**Run 1: signal wires on met2**

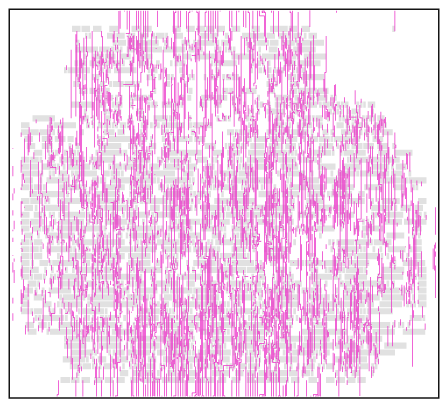
**Run 1: routing congestion map**

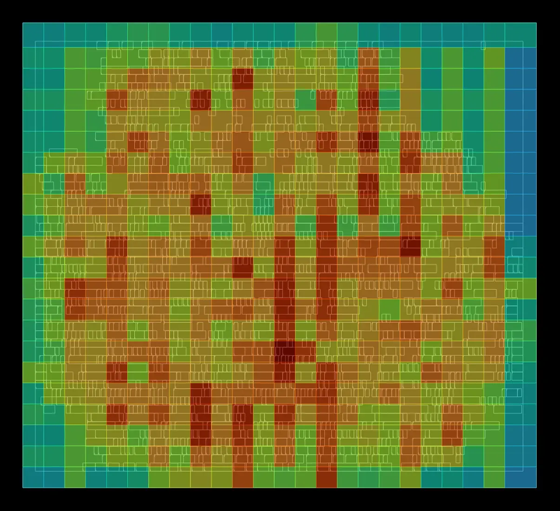
**Run 1: wiring by layer**

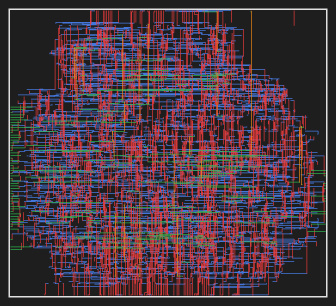
**Run 1: clock wires, drivers and flops**

Bar = 50 um.
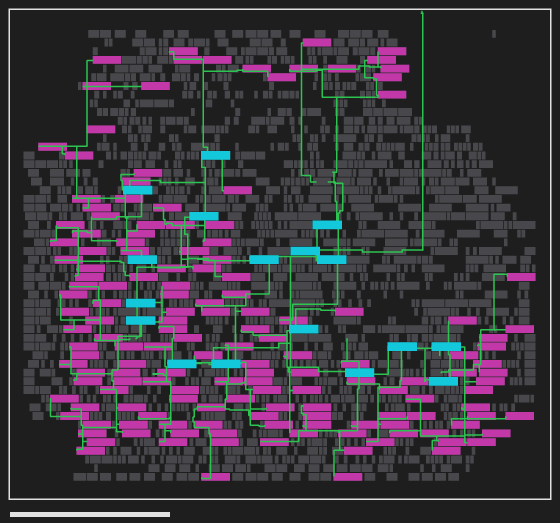
`src/rtl/mac_dot8_pkg.sv`:
```
// Shared types and helpers for the 8-lane dot-product MAC sequencer.
// Saturating accumulation is enabled by defining MAC_DOT8_SAT_EN.
package mac_dot8_pkg;

  localparam int LANES      = 8;
  localparam int LANE_IDX_W = 3;

  typedef enum logic [1:0] {
    IDLE = 2'd0,
    RUN  = 2'd1,
    DONE = 2'd2
  } state_t;

  // Clamp result: value plus a flag telling whether it was clamped.
  typedef struct packed {
    logic        ovf;
    logic [63:0] val;
  } sat_t;

  // Pull lane 'sel' (each 'w' bits wide, w < 32) out of a packed vector.
  function automatic logic [31:0] lane_get(input logic [255:0] vec,
                                           input int unsigned w,
                                           input logic [LANE_IDX_W-1:0] sel);
    logic [255:0] t;
    t = vec >> (w * 32'(sel));
    return t[31:0];
  endfunction

  // Clamp an exact (wide, signed) sum into a w-bit result (w < 64).
  // tc=1: signed range; tc=0: unsigned range [0, 2^w-1].
  function automatic sat_t sat_clamp(input logic signed [65:0] wide,
                                     input int unsigned w,
                                     input logic tc);
    logic signed [65:0] hi;
    logic signed [65:0] lo;
    sat_t r;
    if (tc) begin
      hi = (66'sd1 <<< (w - 1)) - 66'sd1;
      lo = -(66'sd1 <<< (w - 1));
    end else begin
      hi = (66'sd1 <<< w) - 66'sd1;
      lo = '0;
    end
    r.ovf = 1'b0;
    r.val = wide[63:0];
    if (wide > hi) begin
      r.ovf = 1'b1;
      r.val = hi[63:0];
    end else if (wide < lo) begin
      r.ovf = 1'b1;
      r.val = lo[63:0];
    end
    return r;
  endfunction

endpackage

```
`src/rtl/dot8_lane_mac.sv`:
```
// Combinational lane MAC: selects one A lane, multiplies by the B lane
// and adds the running accumulator. Two's-complement or unsigned per tc.
// With MAC_DOT8_SAT_EN the add clamps and flags ovf; otherwise it wraps.
module dot8_lane_mac
  import mac_dot8_pkg::*;
#(
  parameter int A_width   = 8,
  parameter int B_width   = 8,
  parameter int SUM_width = 22
) (
  input  logic [LANE_IDX_W-1:0]    sel,
  input  logic [A_width*LANES-1:0] a_vec,
  input  logic [B_width-1:0]       b_lane,
  input  logic [SUM_width-1:0]     c,
  input  logic                     tc,
  output logic [SUM_width-1:0]     sum,
  output logic                     ovf
);

  // One extra bit per operand lets a single signed multiplier cover both modes.
  localparam int P_W = A_width + B_width + 2;

  logic [31:0]               a_word;
  logic [A_width-1:0]        a_lane;
  logic [31-A_width:0]       unused_a_hi;
  logic signed [A_width:0]   a_x;
  logic signed [B_width:0]   b_x;
  logic signed [P_W-1:0]     prod;
  logic signed [SUM_width-1:0] prod_ext;

  assign a_word      = lane_get(256'(a_vec), A_width, sel);
  assign a_lane      = a_word[A_width-1:0];
  assign unused_a_hi = a_word[31:A_width];

  // Extend operands (sign or zero), form the exact product, widen to SUM_width.
  always_comb begin
    a_x      = $signed({tc & a_lane[A_width-1], a_lane});
    b_x      = $signed({tc & b_lane[B_width-1], b_lane});
    prod     = P_W'(a_x) * P_W'(b_x);
    prod_ext = SUM_width'(prod);
  end

`ifdef MAC_DOT8_SAT_EN
  logic signed [SUM_width+1:0] wide;
  logic signed [65:0]          wide66;
  sat_t                        sat_r;
  logic [63-SUM_width:0]       unused_sat_hi;

  // Exact sum in two guard bits, then clamp to the SUM_width range.
  always_comb begin
    wide   = $signed({{2{tc & c[SUM_width-1]}}, c}) + (SUM_width+2)'(prod_ext);
    wide66 = 66'(wide);
    sat_r  = sat_clamp(wide66, SUM_width, tc);
    sum    = sat_r.val[SUM_width-1:0];
    ovf    = sat_r.ovf;
  end
  assign unused_sat_hi = sat_r.val[63:SUM_width];
`else
  // Modulo 2^SUM_width accumulate; never flags overflow.
  always_comb begin
    sum = c + $unsigned(prod_ext);
    ovf = 1'b0;
  end
`endif

endmodule

```
`src/rtl/mac_dot8_sequencer.sv`:
```
// 8-lane dot-product sequencer: accepts an A/B/seed bundle, walks lanes
// 0..7 through dot8_lane_mac one per cycle, presents the sum on out_*.
// Define MAC_DOT8_SAT_EN for saturating accumulation with sticky out_ovf.
module mac_dot8_sequencer
  import mac_dot8_pkg::*;
#(
  parameter int A_width   = 8,
  parameter int B_width   = 8,
  parameter int SUM_width = 22
) (
  input  logic                     clk,
  input  logic                     rst_n,
  input  logic                     in_valid,
  output logic                     in_ready,
  input  logic [A_width*LANES-1:0] in_a,
  input  logic [B_width*LANES-1:0] in_b,
  input  logic [SUM_width-1:0]     in_c,
  input  logic                     in_tc,
  output logic                     out_valid,
  input  logic                     out_ready,
  output logic [SUM_width-1:0]     out_sum,
  output logic                     out_ovf,
  output logic                     busy
);

  state_t                   state, state_n;
  logic [LANE_IDX_W-1:0]    lane;
  logic [A_width*LANES-1:0] a_reg;
  logic [B_width*LANES-1:0] b_reg;
  logic                     tc_reg;
  logic [SUM_width-1:0]     acc;
  logic                     ovf_reg;

  logic [31:0]              b_word;
  logic [B_width-1:0]       b_lane;
  logic [31-B_width:0]      unused_b_hi;
  logic [SUM_width-1:0]     mac_sum;
  logic                     mac_ovf;

  assign b_word      = lane_get(256'(b_reg), B_width, lane);
  assign b_lane      = b_word[B_width-1:0];
  assign unused_b_hi = b_word[31:B_width];

  dot8_lane_mac #(
    .A_width  (A_width),
    .B_width  (B_width),
    .SUM_width(SUM_width)
  ) u_lane_mac (
    .sel   (lane),
    .a_vec (a_reg),
    .b_lane(b_lane),
    .c     (acc),
    .tc    (tc_reg),
    .sum   (mac_sum),
    .ovf   (mac_ovf)
  );

  // State register.
  always_ff @(posedge clk or negedge rst_n) begin
    if (!rst_n) state <= IDLE;
    else        state <= state_n;
  end

  // Next state and handshake outputs; DONE never accepts in the same cycle.
  always_comb begin
    state_n   = state;
    in_ready  = 1'b0;
    out_valid = 1'b0;
    busy      = 1'b0;
    case (state)
      IDLE: begin
        in_ready = 1'b1;
        if (in_valid) state_n = RUN;
      end
      RUN: begin
        busy = 1'b1;
        if (lane == LANE_IDX_W'(LANES-1)) state_n = DONE;
      end
      DONE: begin
        busy      = 1'b1;
        out_valid = 1'b1;
        if (out_ready) state_n = IDLE;
      end
      default: state_n = IDLE;
    endcase
  end

  // Operand capture on accept, then one lane accumulate per RUN cycle.
  always_ff @(posedge clk or negedge rst_n) begin
    if (!rst_n) begin
      lane    <= '0;
      a_reg   <= '0;
      b_reg   <= '0;
      tc_reg  <= 1'b0;
      acc     <= '0;
      ovf_reg <= 1'b0;
    end else begin
      case (state)
        IDLE: if (in_valid) begin
          a_reg   <= in_a;
          b_reg   <= in_b;
          tc_reg  <= in_tc;
          acc     <= in_c;
          lane    <= '0;
          ovf_reg <= 1'b0;
        end
        RUN: begin
          acc     <= mac_sum;
          lane    <= lane + LANE_IDX_W'(1);
          ovf_reg <= ovf_reg | mac_ovf;
        end
        default: ;
      endcase
    end
  end

  // mac_ovf is constant 0 in the wrapping build, so out_ovf stays 0 there.
  assign out_sum = acc;
  assign out_ovf = ovf_reg;

endmodule

```
`config.mk`:
```
export PLATFORM = sky130hd
export DESIGN_NAME = mac_dot8_sequencer
export DESIGN_NICKNAME = d
export VERILOG_FILES = /design/src/rtl/mac_dot8_pkg.sv /design/src/rtl/dot8_lane_mac.sv /design/src/rtl/mac_dot8_sequencer.sv
export SDC_FILE = /design/constraint.sdc
export NUM_CORES = 1
export LEC_CHECK = 0
export ABC_AREA = 1
export CORE_ASPECT_RATIO = 0.9
export CORE_MARGIN = 4
export CORE_UTILIZATION = 50
export CTS_BUF_LIST = sky130_fd_sc_hd__clkbuf_16
export DETAILED_ROUTE_END_ITERATION = 7
export PLACE_DENSITY = 0.85
export SYNTH_ARGS = -nofsm -noshare
export SYNTH_HDL_FRONTEND = slang
export SYNTH_SLANG_ARGS = --single-unit
export TNS_END_PERCENT = 5
```
`constraint.sdc`:
```
create_clock -name clk -period 9.75 [get_ports clk]
set_input_delay 1.4625 -clock clk [delete_from_list [all_inputs] [get_ports clk]]
set_output_delay 1.4625 -clock clk [all_outputs]
set_load 0.02 [all_outputs]
```
==> impl_metrics.csv, run 1 <==
group,metric,value,unit
worst_setup_path,regToRegStartpoint,"lane[1]",
placed_design,dpl-instance-area,13600,sq um
cells_and_area,nonClkBufAreaFrac,13.0,%
yosys,ys_types,39,
worst_setup_path,crit_start,"lane[1]",
cts,ctsResizeCount,0,
cells_and_area,seq_share,27.5,%
worst_hold_path,hold_path.class,"register to register",
timing,rsz0062_at_grt,"false",
routing,top_layer_used,"met4",
cells_and_area,final_cell_mix,"559 x nand2_1, 192 x nor2_1, 178 x clkdlybuf4s50_1",
worst_setup_path,crit_required,10.08,ns
worst_hold_path,hold_end,"a_reg[22]",
placed_design,io_buffers,179,
cells_and_area,num-multi-input-gates,1164,
worst_hold_path,hold_depth,2,
global_route,grt_use_met1,39.0,%
timing,hold_viol,0,
yosys,ys_area,11700,sq um
yosys,top_logic_kind,"simple AND/OR/NAND/NOR gates",
yosys,xor_share,1.80,%
timing,min_period,8.23,ns
placed_design,dpl_worst_slack,1.68,ns
cts,htree_num_levels,4,
timing,period_used_share,84.4,%
cells_and_area,diodes,0,
yosys,compound_area_share,9.97,%
placed_design,gp_congestion,0.957,
timing,final-max-slew-violation-count,0,
cells_and_area,comb_area,6840,sq um
cts,cts_sinks,156,
global_route,gr-usage-met3,4.34,%
floorplanning,io_pins,181,
outcome,status,"finished, final reports clean",
routing,vias_per_cell,5.31,
yosys,floorplan.nets,1844,
yosys,ys_warn_count,0,
global_route,grt_max_degree,131,
yosys,simple_gate_share,27.4,%
timing,finalSetupViolCount,0,
cts,cts_setup_buffers,0,
cells_and_area,dominant_cells,"combinational gates",
worst_setup_path,cp_max_fo,66,
run,warnings,34,
yosys,top_area_cell,"dfrtp_1",
floorplanning,tap-cell-count,297,
cells_and_area,seqCellArea,3910,sq um
worst_setup_path,critPathCaptureType,"register",
cells_and_area,clkCellAreaFrac,4.26,%
timing,finClkSkew,0.0127,ns
cells_and_area,synthToLayoutAreaGrowth,21.7,%
worst_setup_path,reg2reg_depth,31,
worst_hold_path,min-delay-start,"a_reg[22]",
cells_and_area,final_cells,2006,
worst_setup_path,crit_path_frequent_cell,"inv_1",
worst_setup_path,crit_family,"adder cells",
floorplanning,fp_util,51.4,%
routing,ant_nets,0,
timing,setup_slack,1.52,ns
run,maxCapViolCount,0,
yosys,ys_seq_elements,156,
cts,holdBufCountCts,0,
floorplanning,die_w,169,um
worst_setup_path,slowest_delay,1.05,ns
routing,routed-wl-met3,2.20,mm
yosys,synthTopCellsByArea,"dfrtp_1 33%, nand2_1 18%, fa_1 12%, ha_1 7.0%, nor2_1 6.2%",
floorplanning,fp.dieH,153,um
cts,clk_pin_slew_worst_paths,0.08,ns
yosys,yosys.stat.seqShare,33.4,%
global_route,grt_pass1_vias,10600,
placed_design,dp_hpwl,25.5,mm
timing,tns,0,ns
yosys,yosys_cells,1552,
worst_setup_path,cp-endpoint,"out_sum[20]",
cells_and_area,fin_nets,1988,
cells_and_area,drive_gt1_share,4.68,%
global_route,antenna_found_initial,0,
cts,cts_tree,"done",
cells_and_area,inv_count,171,
worst_setup_path,path_depth,31,
yosys,async_reset_ff_share,100,%
cells_and_area,flop-count,156,
cts,cts-root-buf,"clkbuf_16",
floorplanning,placementRows,52,
cts,clk_path_buf_depth,2,
worst_setup_path,regToRegEndpoint,"out_sum[20]",
worst_setup_path,r2r_slack,1.52,ns
yosys,avgSynthCellArea,7.52,sq um
worst_setup_path,crit_buf_inv,6,
placed_design,dp_cells,1974,
yosys,adder_share,19.3,%
yosys,synthMuxAreaShare,0,%
floorplanning,die_area,25900,sq um
-- 'signal wires on met2' (at the start) --
wire length on this layer = 14800 um
share of all routed wire = 45%
main direction = vertical
nets with wire on the layer = 1587
longest straight run = 45.2 um

-- 'routing congestion map' (at the start) --
GRT busiest layer: met2
final core occ: 62.6%
GR Util met2: 39.7%
total track usage: 26.0%

-- 'wiring by layer' (at the start) --
orange -> met4  # wire length 594 um
blue -> met1  # wire length 15400 um
green -> met3  # wire length 2200 um
red -> met2  # wire length 14800 um
drt wl/cell: 16.4 um
vias: 10600
total wire length: 33.0 mm

-- 'clock wires, drivers and flops' (at the start) --
cyan -> cells driving clock nets  # count 17
magenta -> flip-flops  # count 156
green -> clock wires  # length 2100 um
flops lie = spread over the die
Clock Latency Late Sink: 0.44 ns

## Run 2: what changed since run 1
PLACE_DENSITY = 0.88   (was 0.85)
clock period = 7.4 ns   (was 9.75 ns; I/O delays follow)
**Run 2: routing congestion map**

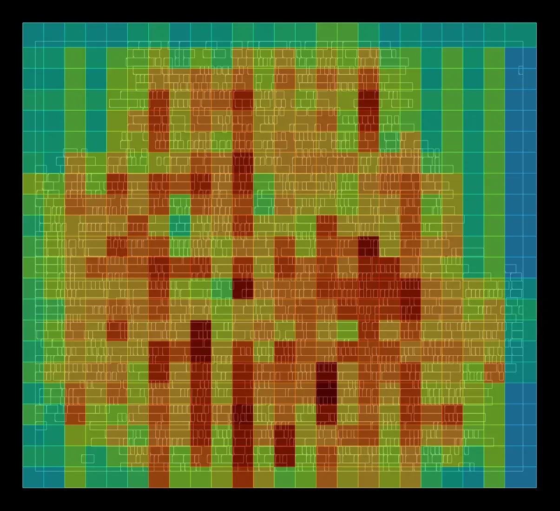
M1 GR Usage: 37.9%
GR Util met2: 42.1%
drt wl/cell: 17.1 um
met3 Usage GRT: 4.42%

==> run 2 against run 1 <==
Setup slack got worse by 1.2 ns. Via count increased by 5.0%. Non-clock buffer count up 38. Critical path depth is the same. Critical path type unchanged. Critical endpoint is now out_sum[18]. Highest routed layer unchanged.
==> impl_metrics.csv, run 2 <==
group,metric,value,unit
timing,hold_viol,0,
cells_and_area,synthToLayoutAreaGrowth,27.0,%
worst_setup_path,timing_worst_setup_path_type,"register to register",
routing,top_layer_used,"met4",
cells_and_area,final_cells,2044,
floorplanning,placementRows,52,
global_route,top_usage_layer,"met2",
worst_setup_path,critPathCaptureType,"register",
worst_setup_path,r2r_slack,0.29,ns
yosys,floorplan.nets,1844,
yosys,yosys.stat.seqShare,33.4,%
routing,vias_per_cell,5.47,
cts,ctsResizeCount,1,
cells_and_area,dominant_cells,"combinational gates",
timing,tns,0,ns
cells_and_area,comb_area,7000,sq um
cts,holdBufCountCts,0,
placed_design,dpl_worst_slack,-0.0643,ns
cts,clk_path_buf_depth,2,
worst_setup_path,crit_start,"lane[0]",
yosys,synth_area,11700,sq um
global_route,grt_pass1_vias,11000,
cts,cts-root-buf,"clkbuf_16",
cells_and_area,final_cell_mix,"555 x nand2_1, 188 x nor2_1, 178 x clkdlybuf4s50_1",
yosys,yosysMostFrequentCell,"nand2_1",
placed_design,dpl-instance-area,13800,sq um
global_route,grt-ovfl-total,0,
cells_and_area,nonClkBufAreaFrac,15.3,%
worst_setup_path,crit_family,"adder cells",
floorplanning,die_area,25900,sq um
yosys,simple_gate_share,27.4,%
yosys,top_area_share,33.4,%
yosys,top_area_cell,"dfrtp_1",
global_route,antenna_found_initial,0,
cells_and_area,fillers,1753,
worst_setup_path,slowest_delay,0.54,ns
timing,maxSlewHeadroom,37.7,%
timing,fmax,0.141,GHz
worst_setup_path,crit_buf_inv,8,
timing,finalSetupViolCount,0,
outcome,status,"finished, final reports clean",
yosys,adder_share,19.3,%
yosys,ys_warn_count,0,
cells_and_area,fin_nets,2026,
floorplanning,tap-cell-count,297,
routing,routed-wl-met3,3.07,mm
cells_and_area,num-multi-input-gates,1164,
yosys,ys.flop_type,"dfrtp_1",
worst_hold_path,hold_end,"a_reg[49]",
timing,final-max-slew-violation-count,0,
global_route,grtUsageTotal,26.2,%
yosys,edf_count,0,
placed_design,dp_hpwl,25.7,mm
routing,wl_met1,14.8,mm
run,warnings,32,
timing,worst_pin_slew,0.935,ns
cells_and_area,lay_top_count,"nand2_1",
yosys,ys_types,39,
routing,routed_wl,35.0,mm
global_route,grt_max_degree,105,
yosys,xor_share,1.80,%
placed_design,io_buffers,179,
routing,num_vias,11200,
placed_design,dp_cells,1997,
timing,finClkSkew,0.0135,ns
worst_setup_path,crit_required,7.74,ns
worst_setup_path,path_depth,31,
worst_setup_path,cp_data_arrival_time,7.45,ns
cts,htree_num_levels,4,
yosys,compound_area_share,9.97,%
yosys,async_reset_ff_share,100,%
floorplanning,fp.dieH,153,um
worst_setup_path,regToRegEndpoint,"out_sum[18]",
cells_and_area,drive_gt1_share,8.53,%
yosys,synthTopCellsByArea,"dfrtp_1 33%, nand2_1 18%, fa_1 12%, ha_1 7.0%, nor2_1 6.2%",
floorplanning,fp_util,51.4,%
worst_hold_path,min-delay-start,"a_reg[49]",
cells_and_area,flop-count,156,
routing,drc,0,
yosys,yosys_cells,1552,
routing,route.met2.wl,16.4,mm
cells_and_area,seq_share,26.3,%
cells_and_area,sh_comb_area,47.2,%
cts,cts_setup_buffers,0,
worst_setup_path,regToRegStartpoint,"lane[0]",
cells_and_area,clkCellAreaFrac,4.26,%
worst_setup_path,cp-endpoint,"out_sum[18]",
cts,worstSkewPairLatency,0.45,ns
cells_and_area,seqCellArea,3910,sq um
floorplanning,die_w,169,um
run,maxCapViolCount,0,
cells_and_area,clock_buffers,17,
cts,clk_pin_slew_worst_paths,0.07,ns
routing,dr.pass1.iters,6,
timing,period_used_share,96.1,%
routing,drt_iter0_drc,1318,
yosys,ys_area,11700,sq um
worst_setup_path,crit_path_frequent_cell,"inv_1",
yosys,synthTopCellsByCount,"560 x nand2_1, 192 x nor2_1, 161 x inv_1, 156 x dfrtp_1, 75 x o21ai_0",
cts,cts_tree,"done",
cells_and_area,final_area,14800,sq um
floorplanning,io_pins,181,
worst_hold_path,hold_path.class,"register to register",
cells_and_area,inv_count,171,
floorplanning,coreArea,22700,sq um
cts,cts_sinks,156,
timing,setup_slack,0.288,ns
yosys,top_logic_kind,"simple AND/OR/NAND/NOR gates",
routing,ant_nets,0,
cts,cts_buffers,17,
yosys,ys_seq_elements,156,
worst_hold_path,hold_depth,2,
timing,min_period,7.11,ns
yosys,avgSynthCellArea,7.52,sq um
cells_and_area,final_core_util,65.3,%
yosys,synthMuxAreaShare,0,%
placed_design,gp_congestion,0.997,
cells_and_area,diodes,0,
worst_setup_path,cp_max_fo,11,
worst_setup_path,reg2reg_depth,31,
## Run 3: what changed since run 2
CAP_MARGIN = 10   (was default)
**Run 3: routing congestion map**

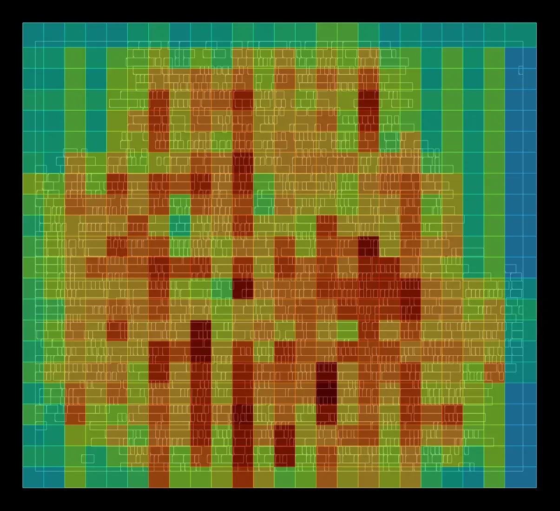
total track usage: 26.2%
final core occ: 65.3%

==> run 3 against run 2 <==
Clock skew unchanged. Critical endpoint unchanged. Clock-buffer cell count stayed put. Register-to-register slack hardly changed. Via count did not move.
==> impl_metrics.csv, run 3 <==
group,metric,value,unit
worst_setup_path,crit_buf_inv,8,
routing,vias_per_cell,5.47,
worst_setup_path,cp_data_arrival_time,7.45,ns
cells_and_area,diodes,0,
cells_and_area,final_area,14800,sq um
routing,ant_nets,0,
placed_design,dp_hpwl,25.7,mm
run,warnings,32,
cts,htree_num_levels,4,
floorplanning,die_area,25900,sq um
routing,routed_wl,35.0,mm
yosys,ys_warn_count,0,
timing,tns,0,ns
cells_and_area,seqCellArea,3910,sq um
routing,dr.pass1.iters,6,
placed_design,dpl-instance-area,13800,sq um
yosys,avgSynthCellArea,7.52,sq um
floorplanning,io_pins,181,
worst_setup_path,crit_path_frequent_cell,"inv_1",
worst_setup_path,cp_max_fo,11,
cells_and_area,fillers,1753,
routing,wl_met1,14.8,mm
timing,setup_slack,0.288,ns
cts,cts_setup_buffers,0,
worst_setup_path,cp-endpoint,"out_sum[18]",
worst_setup_path,crit_family,"adder cells",
worst_setup_path,regToRegStartpoint,"lane[0]",
cells_and_area,clock_buffers,17,
global_route,grt_pass1_vias,11000,
routing,drc,0,
cells_and_area,fin_nets,2026,
global_route,grt_use_met2,42.1,%
timing,min_period,7.11,ns
global_route,gr-usage-met3,4.42,%
cts,worstSkewPairLatency,0.45,ns
global_route,grt_max_degree,105,
yosys,compound_area_share,9.97,%
yosys,synthTopCellsByCount,"560 x nand2_1, 192 x nor2_1, 161 x inv_1, 156 x dfrtp_1, 75 x o21ai_0",
global_route,grt_use_met1,37.9,%
timing,finalSetupViolCount,0,
worst_setup_path,reg2reg_depth,31,
yosys,yosysMostFrequentCell,"nand2_1",
worst_setup_path,crit_required,7.74,ns
yosys,synthMuxAreaShare,0,%
floorplanning,die_w,169,um
yosys,ys_seq_elements,156,
cts,clk_path_buf_depth,2,
floorplanning,placementRows,52,
cells_and_area,final_cells,2044,
yosys,top_area_share,33.4,%
worst_hold_path,hold_depth,2,
placed_design,dpl_worst_slack,-0.0643,ns
yosys,yosys_cells,1552,
cts,clk_pin_slew_worst_paths,0.07,ns
routing,num_vias,11200,
timing,finClkSkew,0.0135,ns
yosys,adder_share,19.3,%
yosys,ys_area,11700,sq um
yosys,simple_gate_share,27.4,%
cells_and_area,final_cell_mix,"555 x nand2_1, 188 x nor2_1, 178 x clkdlybuf4s50_1",
cells_and_area,drive_gt1_share,8.53,%
cts,cts-root-buf,"clkbuf_16",
cts,cts_sinks,156,
run,maxCapViolCount,0,
yosys,floorplan.nets,1844,
yosys,yosys.stat.seqShare,33.4,%
worst_setup_path,r2r_slack,0.29,ns
yosys,ys.flop_type,"dfrtp_1",
worst_setup_path,path_depth,31,
outcome,status,"finished, final reports clean",
yosys,ys_types,39,
placed_design,io_buffers,179,
timing,maxSlewHeadroom,37.7,%
timing,fmax,0.141,GHz
worst_setup_path,slowest_delay,0.54,ns
worst_setup_path,critPathCaptureType,"register",
cells_and_area,num-multi-input-gates,1164,
yosys,async_reset_ff_share,100,%
cts,cts_buffers,17,
floorplanning,coreArea,22700,sq um
yosys,top_area_cell,"dfrtp_1",
cells_and_area,nonClkBufAreaFrac,15.3,%
